## src/rtl/word_serializer_pkg.sv

```systemverilog
// rtl/word_serializer_pkg.sv - shared types and sizing helpers for word_serializer
//
// Purpose : FSM state encoding and counter-width helper used by word_serializer.
// Contents: ser_state_e - IDLE / SHIFT / PARITY / GAP
//           cnt_w(n)    - bits needed to hold 0..n, never less than 1

package word_serializer_pkg;

  typedef enum logic [1:0] {
    IDLE   = 2'd0,
    SHIFT  = 2'd1,
    PARITY = 2'd2,
    GAP    = 2'd3
  } ser_state_e;

  function automatic int cnt_w(input int n);
    int w;
    w = $clog2(n + 1);
    return (w < 1) ? 1 : w;
  endfunction

endpackage

```

## src/rtl/word_serializer.sv

```systemverilog
// rtl/word_serializer.sv - parallel-to-serial front end for the serial shift-register stage
//
// Purpose : accepts one WIDTH-bit word per valid/ready handshake and emits it one
//           bit per cycle on out_bit, qualified by out_en. Optional trailing
//           even-parity beat and GAP idle cycles after every word.
// Macro   : WORD_SERIALIZER_PARITY_EN - when defined, a PARITY beat follows the data beats.
// Ports   : clk      - clock, all state on posedge
//           rstn     - asynchronous reset, active-low
//           in_valid - upstream word valid
//           in_ready - block can accept a word (IDLE only)
//           in_data  - word, sampled on handshake
//           out_en   - serial beat valid / downstream shift enable
//           out_bit  - serial data bit (0 whenever out_en=0)
//           busy     - word in flight (SHIFT, PARITY or GAP)
//           done     - one-cycle pulse on the final beat of a word

module word_serializer
  import word_serializer_pkg::*;
#(
  parameter int WIDTH     = 8,
  parameter bit LSB_FIRST = 1'b1,
  parameter int GAP       = 0
) (
  input  logic             clk,
  input  logic             rstn,
  input  logic             in_valid,
  output logic             in_ready,
  input  logic [WIDTH-1:0] in_data,
  output logic             out_en,
  output logic             out_bit,
  output logic             busy,
  output logic             done
);

  localparam int BW = cnt_w(WIDTH);
  localparam int GW = cnt_w(GAP);

  localparam logic [BW-1:0] LAST_IDX = BW'(WIDTH - 1);
  // Index of the beat just before the last one; only meaningful when WIDTH > 1.
  localparam logic [BW-1:0] PENULT   = BW'((WIDTH > 1) ? (WIDTH - 2) : 0);
  localparam logic [GW-1:0] GAP_LAST = GW'(GAP);

`ifdef WORD_SERIALIZER_PARITY_EN
  localparam bit PAR_EN = 1'b1;
`else
  localparam bit PAR_EN = 1'b0;
`endif

  ser_state_e       state;
  logic [WIDTH-1:0] sh;        // shadow word, shifted so the next bit is always at the exit end
  logic [BW-1:0]    bit_cnt;   // index of the beat currently on out_bit
  logic [GW-1:0]    gap_cnt;   // gap cycles already spent, 1..GAP
`ifdef WORD_SERIALIZER_PARITY_EN
  logic             par_bit;   // even parity of the whole word, captured at handshake
`endif

  logic finishing;

  // The cycle on which the final beat is showing; the next edge closes the word.
  assign finishing = ((state == SHIFT) && (bit_cnt == LAST_IDX) && !PAR_EN) ||
                     (state == PARITY);

  always_ff @(posedge clk or negedge rstn) begin
    if (!rstn) begin
      state    <= IDLE;
      sh       <= '0;
      bit_cnt  <= '0;
      gap_cnt  <= '0;
      in_ready <= 1'b0;
      out_en   <= 1'b0;
      out_bit  <= 1'b0;
      busy     <= 1'b0;
      done     <= 1'b0;
`ifdef WORD_SERIALIZER_PARITY_EN
      par_bit  <= 1'b0;
`endif
    end else if (finishing) begin
      out_en  <= 1'b0;
      out_bit <= 1'b0;
      done    <= 1'b0;
      if (GAP > 0) begin
        state   <= word_serializer_pkg::GAP;
        gap_cnt <= GW'(1);
      end else begin
        state    <= IDLE;
        busy     <= 1'b0;
        in_ready <= 1'b1;
      end
    end else begin
      case (state)
        IDLE: begin
          if (in_valid && in_ready) begin
            // Beat 0 goes out straight from in_data; sh keeps the remaining bits.
            sh       <= LSB_FIRST ? (in_data >> 1) : (in_data << 1);
            out_bit  <= LSB_FIRST ? in_data[0] : in_data[WIDTH-1];
`ifdef WORD_SERIALIZER_PARITY_EN
            par_bit  <= ^in_data;
`endif
            bit_cnt  <= '0;
            out_en   <= 1'b1;
            busy     <= 1'b1;
            in_ready <= 1'b0;
            done     <= !PAR_EN && (WIDTH == 1);
            state    <= SHIFT;
          end else begin
            in_ready <= 1'b1;
          end
        end

        SHIFT: begin
          if (bit_cnt == LAST_IDX) begin
`ifdef WORD_SERIALIZER_PARITY_EN
            out_bit <= par_bit;
            done    <= 1'b1;
            state   <= PARITY;
`endif
          end else begin
            out_bit <= LSB_FIRST ? sh[0] : sh[WIDTH-1];
            sh      <= LSB_FIRST ? (sh >> 1) : (sh << 1);
            bit_cnt <= bit_cnt + 1'b1;
            done    <= !PAR_EN && (bit_cnt == PENULT);
          end
        end

        word_serializer_pkg::GAP: begin
          if (gap_cnt == GAP_LAST) begin
            state    <= IDLE;
            busy     <= 1'b0;
            in_ready <= 1'b1;
          end else begin
            gap_cnt <= gap_cnt + 1'b1;
          end
        end

        default: begin
          state <= IDLE;
        end
      endcase
    end
  end

endmodule
```

## config.mk

```make
export PLATFORM = sky130hd
export DESIGN_NAME = word_serializer
export DESIGN_NICKNAME = d
export VERILOG_FILES = /design/src/rtl/word_serializer_pkg.sv /design/src/rtl/word_serializer.sv
export SDC_FILE = /design/constraint.sdc
export NUM_CORES = 1
export LEC_CHECK = 0
export CAP_MARGIN = 20
export CORE_MARGIN = 2
export CORE_UTILIZATION = 37
export CTS_CLUSTER_DIAMETER = 120
export CTS_CLUSTER_SIZE = 12
export DETAILED_ROUTE_END_ITERATION = 8
export GPL_ROUTABILITY_DRIVEN = 0
export PLACE_DENSITY = 0.71
export SLEW_MARGIN = 0
export SYNTH_ARGS = -nofsm -noshare
export SYNTH_HDL_FRONTEND = slang
export SYNTH_SLANG_ARGS = --single-unit
```

## constraint.sdc

```tcl
create_clock -name clk -period 4.41 [get_ports clk]
set_clock_uncertainty 0.2 [all_clocks]
set_input_delay 0.882 -clock clk [delete_from_list [all_inputs] [get_ports clk]]
set_output_delay 0.882 -clock clk [all_outputs]
set_load 0.01 [all_outputs]
```

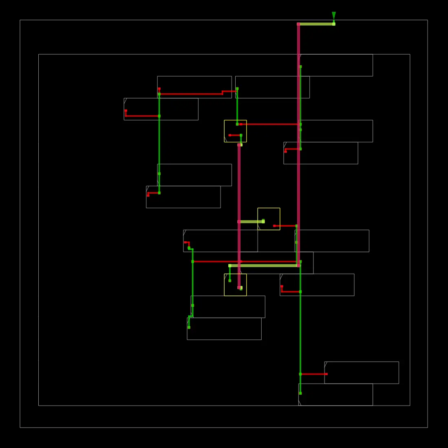
*Clock routing, run 1*
# clk buffers: 3
flip-flops: 16
Clk Latency, worst-skew pair: 0.27 ns

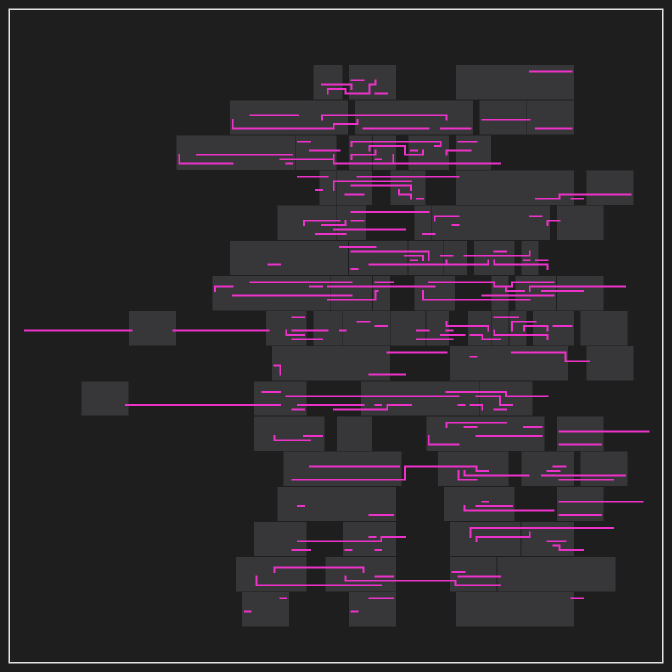
*Metal 1, run 1*
Cells faint in the background.
The longest straight run is 13.3 um. 76 nets have wire on it. The layer carries 563 um of wire.

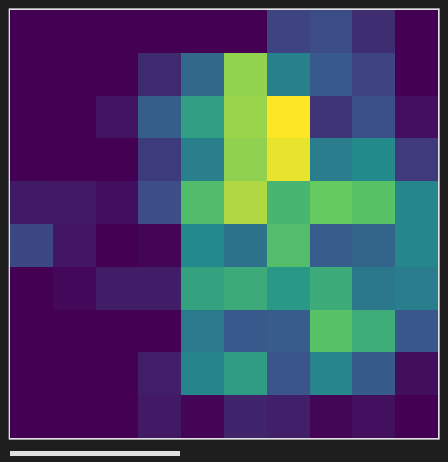
*Signal metal coverage by tile, run 1*
Scale bar: 20 um. The die is cut into 10 by 10 equal tiles; dark purple is low, yellow is high, scaled to the fullest tile. Values are wire area over tile area, all layers added.
The mean over all tiles is 0.082. The fullest tile reaches 0.32. 19% of the tiles are over half the peak. The emptiest ninth of the die: lower left.

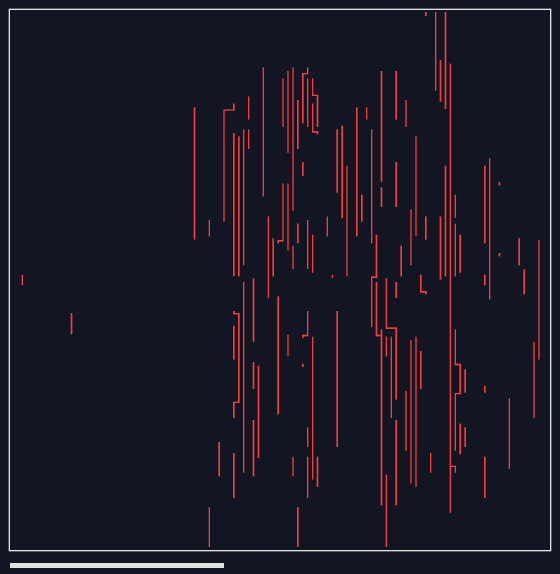
*Signal wires on met2, run 1*
Scale bar: 20 um.
78 nets have wire on it. The longest straight run is 41.8 um. The layer holds 50% of the routed length.
via count: 514
met2 Track Usage GR: 21.1%
total wire length after detailed routing: 1310 um

## run 1: kinds of logic after synthesis
| family | Yosys count | synth area share [%] |
|---|---|---|
| flip-flops | 16 | 50.1 |
| AND/OR/NAND/NOR | 17 | 12.7 |
| adder cells (fa/ha/maj) | 2 | 3.13 |
| AND-OR/OR-AND | 8 | 7.67 |
| multiplexers | 13 | 21.0 |
| buffers and inverters | 5 | 5.48 |
## run 1: registers in the layout, summed over array words and instances, names as in the netlist
name      count
sh            7
in_ready      1
bit_cnt       4
state         1
done          1
out_en        1
out_bit       1
## run 1: per-layer routing
metal,up-vias,global-route usage [%],wire length [um],part of all wire (%)
li1,251,-,-,-
met1,243,13.7,562,43
met3,5,2.68,51,3.9
met5,-,0,0,0
met2,15,21.1,648,49
met4,0,9.46,47,3.6
## run 1: Yosys cell counts, drive strengths merged
master,instances
mux2i,1
nand4,1
o21a,1
and4,1
mux2,12
o21ai,1
nand2b,1
a22o,1
nor2,1
nand2,5
inv,2
nand4b,2
nor3,1
a21oi,3
ha,2
nand3,2
o2bb2ai,1
nand3b,2
dfrtp,16
o22a,1
buf,3
or3,1
## run 1: through the flow
stage / instances / cell area, sq um
after floorplan: 61 / 800
after global placement: 100 / 950
after detailed placement: 100 / 950
after CTS: 103 / 972
after global routing: 103 / 972
final: 103 / 972
## run 1: final cells by class
| cell class | count | area (sq um) | share of cell area [%] |
|---|---|---|---|
| sequential | 16 | 400 | 41.2 |
| multi-input combinational | 40 | 355 | 36.6 |
| timing repair buffer | 15 | 150 | 15.4 |
| tap | 27 | 33.8 | 3.47 |
| clock buffer | 3 | 22.5 | 2.32 |
| inverter | 2 | 10.0 | 1.03 |
==> impl_report.txt, run 1 <==
==== FLOW RESULTS ====
----------------------------------------------------
[Timing]
  Final worst-path setup slack ........................ 2.07 ns
  Final Cycle Share ........................ 53.2%
  Final slew viol count ........................ 0
  Final critical delay including setup and external delays ........................ 2.34 ns
  Setup tns final ........................ 0 ns
  Slew of the pin with the lowest slew margin ........................ 0.691 ns
  Worst-case headroom to the max-slew limit ........................ 53.8%

[Power]
  Internal power summed over all cells ........................ 0.000406 W
  Logic power comb ........................ 0.000265 W
  Clock group share of total power ........................ 11.9%
  Total power after layout ........................ 0.000605 W
  Switching power share of the total ........................ 32.9%
  Clk pwr ........................ 0.0000718 W
  Net switching power ........................ 0.000199 W
  Pwr dens ........................ 622 nW/um^2

[Clocking]
  Postcts setup bufs ........................ 0
  Clock tree from TritonCTS ........................ yes
  CTS Hold Buffers Added ........................ 0
  Clk slew on worst S/H paths ........................ 0.08 ns
  Clock tree root buffer cell ........................ clkbuf_4
  Number of levels in the clock H-tree ........................ 1

[Min path]
  Worst Min Path Start ........................ done
  Worst hold-check path type ........................ reg -> reg
  Endpoint of the worst hold-timing path ........................ done

[Layout]
  Area growth syn-to-layout ........................ 21.6%
  # diodes ........................ 0
  Fraction of the core area covered by cells at the end of the flow ........................ 48.6%

[Die]
  Die Width ........................ 50.5 um

[Routing]
  Detailed Route Iter0 Violations ........................ 7
  Residual DRC ........................ 0
  Vias per Instance ........................ 4.99
  Mean routed wirelength per cell ........................ 12.7 um

[Global route]
  Antenna violations before repair ........................ 0
  Number of global-route vias before repair ........................ 546

[Logic synthesis]
  Fraction of the yosys area taken by sequential cells ........................ 50.1%
  Biggest area contributors in the synthesized netlist ........................ dfrtp_1 (50%), mux2_4 (11%), mux2_2 (5.6%), ha_1 (3.1%), mux2_1 (2.8%)
  Post-synth area from yosys stat ........................ 800 sq um
  Post-Synthesis Cells ........................ 61
  Distinct cell type count after synthesis ........................ 28
  Post-synthesis net count ........................ 74
  Number of standard cells reported by yosys ........................ 61
  Combined area of all synthesized cells ........................ 800 sq um

[Worst setup path]
  Reg-to-Reg Start ........................ state[0]
  R2R Path End ........................ sh[3]
  Crit-path slowest cell ........................ clkdlybuf4s50_1
  CP Data Arrival Time ........................ 1.26 ns
  Delay-heaviest family, CP ........................ buffers and inverters
  Highest net fanout along the worst path ........................ 5
  Nature of the critical path startpoint ........................ register
  Path type of the worst setup path ........................ reg -> out

[Flow run]
  Max-cap violation count ........................ 0

[Outcome]
  Run status ........................ completed

[Placed design]
  Count of input and output buffers ........................ 15

----------------------------------------------------
## Run 2: what changed since run 1
- PLACE_DENSITY: 0.71 -> 0.73
- clock period: 4.41 -> 1.95 ns (I/O delays scaled with it)
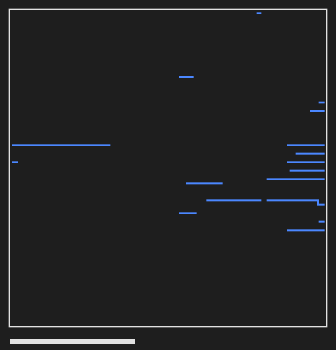
*Metal 3, run 2*
Scale bar: 20 um.
The layer carries 83.9 um of wire. The longest straight run is 15.4 um. The layer holds 5.5% of the routed length. 15 nets have wire on it.
total wire length after detailed routing: 1520 um
via count: 545
met3 track demand over resource in global routing: 2.08%

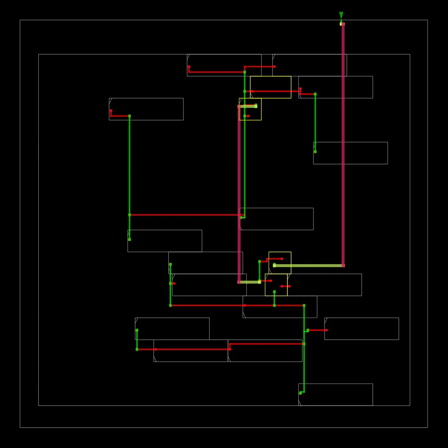
*Clock routing, run 2*
clock sink count: 16
Clk Latency, worst-skew pair: 0.29 ns
number of clock buffers inserted by TritonCTS: 3
# clk buffers: 4

==> impl_report.txt, run 2 <==
==== FLOW RESULTS ====
----------------------------------------------------
[Outcome]
  Run status ........................ completed

[Layout]
  Largest registers in the final layout ........................ sh (7), bit_cnt (4)
  Fraction of the core area covered by cells at the end of the flow ........................ 51.5%
  Max reg flops ........................ 7
  Area growth syn-to-layout ........................ 29.0%
  # diodes ........................ 0
  Register containing the most flip-flops in the final layout ........................ sh

[Logic synthesis]
  Syn. warnings ........................ 0
  Leading cell types by count after synthesis ........................ dfrtp_1 (16), mux2_4 (6), nand2_1 (5)
  Fraction of the yosys area taken by sequential cells ........................ 50.1%
  Most instantiated flip-flop cell in the synthesis netlist ........................ dfrtp_1
  Post-synth area from yosys stat ........................ 800 sq um
  Post-Synthesis Cells ........................ 61
  Combined area of all synthesized cells ........................ 800 sq um
  Async SR Flop Fraction ........................ 100%
  Biggest area contributors in the synthesized netlist ........................ dfrtp_1 (50%), mux2_4 (11%), mux2_2 (5.6%), ha_1 (3.1%), mux2_1 (2.8%)
  Number of standard cells reported by yosys ........................ 61
  Leading area contributor after synthesis ........................ dfrtp_1
  Post-synthesis net count ........................ 74
  Post-synth tally of flip-flops with integrated enable ........................ 0
  Distinct cell type count after synthesis ........................ 28
  Top cell type by instance count after synthesis ........................ dfrtp_1

[Timing]
  FMAX ........................ 533 MHz
  Slew of the pin with the lowest slew margin ........................ 0.395 ns
  Final tally of hold violations ........................ 0
  Worst-case headroom to the max-slew limit ........................ 73.7%
  Setup repair after global routing missed its margin ........................ no
  Final critical delay including setup and external delays ........................ 1.88 ns
  Final Cycle Share ........................ 96.2%
  Final slew viol count ........................ 0
  Setup tns final ........................ 0 ns

[Min path]
  Worst hold-check path type ........................ in -> async

[Clocking]
  Clk slew on worst S/H paths ........................ 0.10 ns
  Postcts setup bufs ........................ 0
  Clock tree root buffer cell ........................ clkbuf_4
  Clock tree from TritonCTS ........................ yes
  Number of levels in the clock H-tree ........................ 1
  CTS Hold Buffers Added ........................ 0

[Global route]
  Number of global-route vias before repair ........................ 559
  Combined global-route utilization of all metal layers ........................ 14.0%
  Antenna violations before repair ........................ 0
  Overflow left after global routing ........................ 0
  Global-route wire length before repair ........................ 2530 um

[Worst setup path]
  Delay-heaviest family, CP ........................ buffers and inverters
  Crit-path slowest cell ........................ clkdlybuf4s50_1
  Path type of the worst setup path ........................ reg -> out
  Setup slack of the most critical reg-to-reg path ........................ 0.28 ns
  Nature of the critical path startpoint ........................ register
  CP Data Arrival Time ........................ 1.29 ns
  Highest net fanout along the worst path ........................ 5

[Power]
  Switching power share of the total ........................ 33.1%
  Pwr dens ........................ 1450 nW/um^2
  Net switching power ........................ 0.000495 W
  Clock group share of total power ........................ 14.8%
  Total power after layout ........................ 0.00149 W
  Internal power summed over all cells ........................ 0.000999 W

[Routing]
  Mean routed wirelength per cell ........................ 13.9 um
  Detailed Route Iter0 Violations ........................ 11
  Residual DRC ........................ 0
  Vias per Instance ........................ 4.95

[Flow run]
  Total tool warning count ........................ 27
  Max-cap violation count ........................ 0

[Die]
  Die Width ........................ 50.5 um

[Placed design]
  Detailed placement HPWL ........................ 1110 um
  Count of input and output buffers ........................ 15

----------------------------------------------------
==> run 2: cell counts after synthesis <==
Identical to the previous run, type by type.
==> run 2: worst paths after layout <==
check	from	endpoint	cells after the start
max	in_ready	in_ready	1
min	rstn	out_bit	2
max reg2reg	bit_cnt[0]	sh[0]	5
min reg2reg	sh[6]	sh[6]	1
max in group asynchronous	rstn	sh[0]	2
min in group clk	sh[6]	sh[6]	1
==> run 2: metal layers <==
layer  vias to the layer above  global-route usage (%)  wire length [um]
li1                        261                       -                 -
met1                       262                    17.5               702
met2                        18                    22.1               687
met3                         4                    2.08                83
met4                         0                    9.46                51
met5                         -                       0                 0
==> run 2: power groups by stage <==
stage               registers, W  logic (W)  clock network, W
global route            0.000625   0.000744          0.000239
detailed placement      0.000604   0.000678                 0
finish                  0.000601   0.000671          0.000221
CTS                     0.000600   0.000682          0.000227
floorplan               0.000577   0.000487                 0
global placement        0.000601   0.000654                 0
==> run 2: cells by family (layout without fill, tap and decap cells) <==
group | Yosys count | in the layout | synth area share, %
mux | 13 | 13 | 21.0
fa+ha+maj | 2 | 2 | 3.13
flops | 16 | 16 | 50.1
buf+inv | 5 | 27 | 5.48
simple gates | 17 | 17 | 12.7
compound gates | 8 | 8 | 7.67
==> run 2: per-stage QoR <==
step / cells / setup slack [ns] / instance area, sq um
6_report: 110 / 0.0747 / 1030
5_1_grt: 110 / 0.0100 / 1030
4_1_cts: 110 / 0.0696 / 1030
3_5_place_dp: 106 / 0.00465 / 995
3_3_place_gp: 106 / 0.0250 / 995
2_1_floorplan: 61 / 0.379 / 800
==> run 2: area by class of cell <==
cell class	count	area, sq um
Clock buffer	4	36.3
Sequential cell	16	400
Timing Repair Buffer	21	195
Multi-Input combinational cell	40	355
Fill cell	177	971
Inverter	2	10.0
Tap cell	27	33.8
No activity file was given, so power comes from the tool's default toggle rates.
